===== config.mk =====
export PLATFORM = sky130hd
export DESIGN_NAME = ex_stage
export DESIGN_NICKNAME = d
export VERILOG_FILES = /design/src/rtl/ex_stage.sv
export SDC_FILE = /design/constraint.sdc
export NUM_CORES = 1
export LEC_CHECK = 0
export CAP_MARGIN = 20
export CORE_MARGIN = 1
export CORE_UTILIZATION = 39
export CTS_BUF_LIST = sky130_fd_sc_hd__clkbuf_16
export DETAILED_ROUTE_END_ITERATION = 6
export GPL_TIMING_DRIVEN = 0
export PLACE_DENSITY_LB_ADDON = 0.3
export SLEW_MARGIN = 20
export SYNTH_ARGS = -nofsm -noshare
export SYNTH_HDL_FRONTEND = slang
export SYNTH_SLANG_ARGS = --single-unit

===== constraint.sdc =====
create_clock -name clk -period 7.9 [get_ports clk]
set_clock_uncertainty 0.15 [all_clocks]
set_input_delay 1.58 -clock clk [delete_from_list [all_inputs] [get_ports clk]]
set_output_delay 1.58 -clock clk [all_outputs]
set_load 0.05 [all_outputs]

===== src/rtl/ex_stage.sv =====
// ex_stage: execute stage of a classic five-stage MIPS-style pipeline, ending in the
// EX/MEM pipeline register.
//
// The ALU, ALU control, branch-target adder and operand/destination muxes are all
// combinational. Every output comes straight from the EX/MEM register, so results
// appear one clock after their inputs.
//
// Ports:
//   clk, rst                  clock and synchronous active-high reset
//   wb_ctl[1:0], m_ctl[2:0]   writeback / memory control from ID/EX
//                             (m_ctl: bit2 branch, bit1 memread, bit0 memwrite)
//   regdst, alusrc, aluop     destination select, operand-B select, ALU op class
//   npc, rdata1, rdata2       next PC and register operands
//   s_extend                  sign-extended immediate; bits [5:0] hold funct
//   instr_2016, instr_1511    rt / rd register fields
//   flush                     squashes the control of the instruction being latched
//   hold                      freezes the EX/MEM register
//   wb_ctlout, branch, memread, memwrite, add_result, zero, alu_result,
//   rdata2out, five_bit_muxout   registered stage outputs
module ex_stage (
  input  logic        clk,
  input  logic        rst,
  input  logic [1:0]  wb_ctl,
  input  logic [2:0]  m_ctl,
  input  logic        regdst,
  input  logic        alusrc,
  input  logic [1:0]  aluop,
  input  logic [31:0] npc,
  input  logic [31:0] rdata1,
  input  logic [31:0] rdata2,
  input  logic [31:0] s_extend,
  input  logic [4:0]  instr_2016,
  input  logic [4:0]  instr_1511,
  input  logic        flush,
  input  logic        hold,
  output logic [1:0]  wb_ctlout,
  output logic        branch,
  output logic        memread,
  output logic        memwrite,
  output logic [31:0] add_result,
  output logic        zero,
  output logic [31:0] alu_result,
  output logic [31:0] rdata2out,
  output logic [4:0]  five_bit_muxout
);

  // ALU operation selected by the ALU control decode.
  localparam logic [2:0] OpAdd  = 3'd0;
  localparam logic [2:0] OpSub  = 3'd1;
  localparam logic [2:0] OpAnd  = 3'd2;
  localparam logic [2:0] OpOr   = 3'd3;
  localparam logic [2:0] OpSlt  = 3'd4;
  localparam logic [2:0] OpZero = 3'd5;

  logic [2:0]  alu_op;
  logic [31:0] op_b;
  logic [31:0] alu_d;
  logic [31:0] target_d;
  logic [4:0]  dest_d;

  // Registered state.
  logic [1:0]  wb_ctl_q;
  logic [2:0]  m_ctl_q;
  logic [31:0] add_result_q;
  logic        zero_q;
  logic [31:0] alu_result_q;
  logic [31:0] rdata2_q;
  logic [4:0]  dest_q;

  // ALU control.
  always_comb begin
    alu_op = OpZero;
    unique case (aluop)
      2'b00: alu_op = OpAdd;
      2'b01: alu_op = OpSub;
      2'b10: begin
        case (s_extend[5:0])
          6'b100000: alu_op = OpAdd;
          6'b100010: alu_op = OpSub;
          6'b100100: alu_op = OpAnd;
          6'b100101: alu_op = OpOr;
          6'b101010: alu_op = OpSlt;
          default:   alu_op = OpZero;
        endcase
      end
      default: alu_op = OpZero;
    endcase
  end

  assign op_b = alusrc ? s_extend : rdata2;

  // ALU; add/sub wrap modulo 2^32 with no overflow reporting.
  always_comb begin
    alu_d = 32'h0;
    case (alu_op)
      OpAdd:   alu_d = rdata1 + op_b;
      OpSub:   alu_d = rdata1 - op_b;
      OpAnd:   alu_d = rdata1 & op_b;
      OpOr:    alu_d = rdata1 | op_b;
      OpSlt:   alu_d = ($signed(rdata1) < $signed(op_b)) ? 32'h1 : 32'h0;
      default: alu_d = 32'h0;
    endcase
  end

  assign target_d = npc + {s_extend[29:0], 2'b00};
  assign dest_d   = regdst ? instr_1511 : instr_2016;

  // EX/MEM register. Flush only kills the control bits so a squashed instruction
  // cannot write memory or the register file; its data fields are don't-care.
  always_ff @(posedge clk) begin
    if (rst) begin
      wb_ctl_q     <= 2'b00;
      m_ctl_q      <= 3'b000;
      add_result_q <= 32'h0;
      zero_q       <= 1'b0;
      alu_result_q <= 32'h0;
      rdata2_q     <= 32'h0;
      dest_q       <= 5'd0;
    end else if (flush || !hold) begin
      wb_ctl_q     <= flush ? 2'b00 : wb_ctl;
      m_ctl_q      <= flush ? 3'b000 : m_ctl;
      add_result_q <= target_d;
      zero_q       <= (alu_d == 32'h0);
      alu_result_q <= alu_d;
      rdata2_q     <= rdata2;
      dest_q       <= dest_d;
    end
  end

  assign wb_ctlout       = wb_ctl_q;
  assign branch          = m_ctl_q[2];
  assign memread         = m_ctl_q[1];
  assign memwrite        = m_ctl_q[0];
  assign add_result      = add_result_q;
  assign zero            = zero_q;
  assign alu_result      = alu_result_q;
  assign rdata2out       = rdata2_q;
  assign five_bit_muxout = dest_q;

endmodule


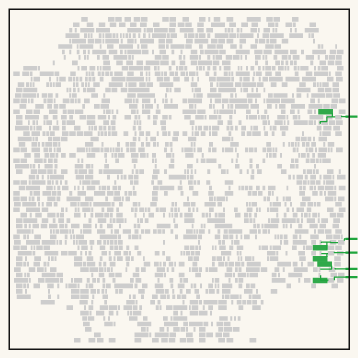
(images/port_trees.png)
Scale: 2 px per um.
[green] `five_bit_muxout` | bits: 5 | direction: output | end cells: 5 | wire: 71.0 um
IO Count: 258
count of buffers from port buffering: 254

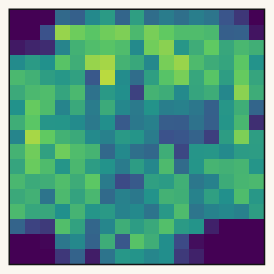
(images/util_map.png)
Scale: 1.5 px per um. The die is cut into 17 by 17 equal tiles; dark purple is low, yellow is high, 0 to 100% covered.
mean over tiles: 48%
fullest tile: 90%
tiles over 75% full: 8.3%
nearly empty tiles: 8.0%
emptiest ninth of the die: bottom right
starting density of the core: 0.401
final design utilization: 0.524
placeable core region: 0.0272 sq mm

==> summary.txt <==
Count of buffers not belonging to the clock network in the layout -> 340
Max-slew headroom -> 0.356
Minimum period implied by the final worst setup slack -> 6420 ps
Post-DRT Antenna Nets -> 0
Relative contribution of sequential cells to total power -> 0.271
Multi-input combinational cell count -> 1,170
Crit path DAT -> 6590 ps
Routed WL per cell -> 20.9 um
Clock tree root driver cell -> clkbuf_16
Count of state elements after synthesis -> 107
Yosys Instances -> 1,469
Portion of total power attributed to the clock network -> 0.229
Global-route track usage on met1 -> 0.393
Total negative slack -> 0 ps
Adder Share, Synth -> 0.166
Fraction of standard cell area that is sequential -> 0.150
Fraction of registers with async set/reset -> 0
Remaining routing DRC violations -> 0
Maximum fanout along the worst path -> 10
Chip Footprint -> 0.0286 sq mm
Met3 layer usage reported by global route -> 0.0443
Filler cell count in the final layout -> 2,763
Power group with the highest consumption -> combinational logic
Overall fraction of global-route tracks in use -> 0.303
Syn. warnings -> 0
RSZ-0062 raised after global routing -> false
Die Wd -> 169 um
Via density -> 5.76
Fraction of area in clock buffers and inverters -> 0.0226
Int Power -> 1270 uW
Number of sequential storage elements -> 107
CTS tree -> yes
Most frequent cells in the layout -> clkdlybuf4s50_1, nand2_1, a21oi_1
Proportion of layout cells with a drive suffix above 1 -> 0.0414
Clock-net power -> 522 uW
Highest signal layer in the routed design -> met4
Worst hold-check path type -> reg -> reg
Power attributed to sequential cells -> 618 uW
Switching pwr -> 1010 uW
Post-Syn Area -> 0.0109 sq mm
Number of logic inverters in the finished layout -> 106
Outcome -> finished, final reports clean
Post-Syn Nets -> 1,763
Routability congestion estimate from global placement -> 0.988
Top logic cell by instance count in the layout -> clkdlybuf4s50_1
Number of antenna violations at the first check in global routing -> 1
Final nets -> 2,028
Area occupied by multi-input gates -> 0.00801 sq mm
Multiplexer share of the synthesized area -> 0.0422
Static leakage -> 0.00612 uW
Slew @ Worst Pin -> 966 ps
Critical path buffer and inverter count -> 3
Cell type taking the most area -> logic gates
Final-layout non-clock buffer area share -> 0.204
Final global-route overflow total -> 0
Final hold violation count -> 0
Std-Cell Rows -> 60
Final setup viols -> 0
Primary FF master, synth -> dfxtp_1
Number of cells produced by synthesis -> 1,469
Number of gates resized after cts -> 0
Count of flip-flops with a built-in enable after synthesis -> 0
M2 GR Usage -> 0.510
Max rail drop VDD -> 0.110 mV
DR vias -> 12,200
Dominant combinational family -> AND-OR/OR-AND gates
Top delay family on crit path -> AND-OR/OR-AND gates
Yosys synthesis chip area -> 0.0109 sq mm
OpenROAD warning count -> 105
Achievable clock frequency -> 0.156 GHz
Layout overhead on the synthesized area -> 30.6%
Register Area -> 0.00214 sq mm
Power per standard cell area -> 160 mW/mm^2
Detailed route wirelength on metal3 -> 3280 um
Maximum clock path buffer count -> 2
Total half-perimeter wirelength after legalization and detailed placement -> 35,100 um
Met2 routed wirelength -> 20,100 um
Largest net degree at the start of global routing -> 21
Cells along the critical path -> clkbuf_1, buf_2, mux2i_1, inv_1, ha_1, fa_1, a211oi_2, o211ai_1, and3_1, o211ai_1, nand2_1, a221o_1, a21oi_1, nand4_1, and4bb_1, nand4_1, nor4_1, a32o_1
Max-cap violation count -> 0
Classification of the worst setup path -> in -> reg
Xor-xnor portion of the synthesized cell area -> 0.0281
Combinational share of cell area -> 0.563
Aoi/oai-family share of the synthesized area -> 0.299
Post-route clock period utilization -> 0.812
Launching element type of the critical path -> input pin
Synthesized-area fraction occupied by and/or/nand/nor cells -> 0.199
Number of sinks handled by clock tree synthesis -> 107
Total power consumption of the routed design -> 2280 uW
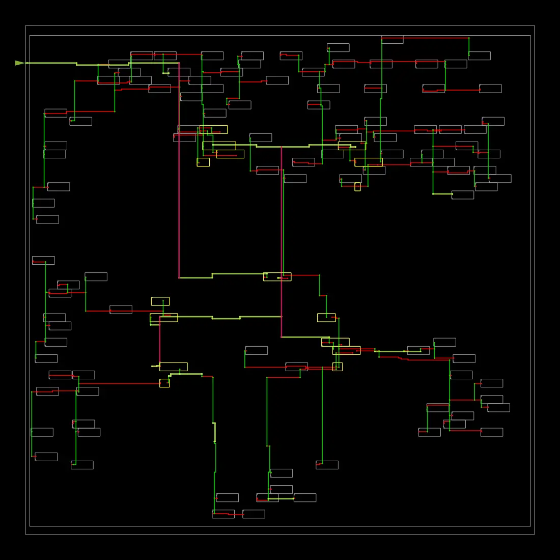
(images/clock_nets.png)
total CTS buffers: 9
Insertion Delay late pin: 370 ps

[state kept, by name, summed over array words and instances, names as in the netlist]
| signal | cells |
|---|---|
| add_result | 32 |
| alu_result | 32 |
| wb_ctlout | 2 |
| five_bit_muxout | 5 |
| zero | 1 |
| rdata2out | 32 |
| m_ctl_q | 3 |
[synth_stat cells, types with 10 or more instances]
master | n | area share
buf_2 | 16 | 0.0073
o21a_1 | 13 | 0.0089
xor2_1 | 11 | 0.0088
nor2_1 | 132 | 0.045
o31ai_1 | 15 | 0.010
nand2_1 | 177 | 0.061
nand3_1 | 13 | 0.0060
a21o_1 | 24 | 0.017
buf_1 | 14 | 0.0048
o211ai_1 | 25 | 0.017
inv_1 | 105 | 0.036
nand4_1 | 12 | 0.0069
o21bai_1 | 14 | 0.0096
xnor2_1 | 24 | 0.019
o21ai_0 | 50 | 0.023
ha_1 | 140 | 0.16
nor3_1 | 43 | 0.020
a211oi_1 | 61 | 0.042
or3_1 | 12 | 0.0069
nor2b_1 | 10 | 0.0057
dfxtp_1 | 107 | 0.20
a31oi_1 | 10 | 0.0057
a21oi_1 | 160 | 0.073
clkbuf_1 | 52 | 0.018
mux2i_1 | 46 | 0.042
nand2b_1 | 19 | 0.011
[stage by stage]
stage	cells	utilization	hold slack [ps]	cell area, sq um	setup slack [ps]
after global placement	2095	0.512	289	13900	648
final	2111	0.524	305	14200	1480
after floorplan	1469	-	521	10900	2160
after detailed placement	2095	0.512	295	13900	976
after CTS	2111	0.524	309	14200	1340
after global routing	2111	0.524	322	14200	1290
[path summary, 6_finish.rpt]
check / cells after the start / slack [ps] / end / startpoint
max: 18 / 1480 / zero / alusrc
min: 2 / 300 / add_result[19] / add_result[19]
max reg2reg: 2 / 6900 / alu_result[26] / alu_result[26]
min reg2reg: 2 / 300 / add_result[19] / add_result[19]
Power and IR drop assume default switching activity.
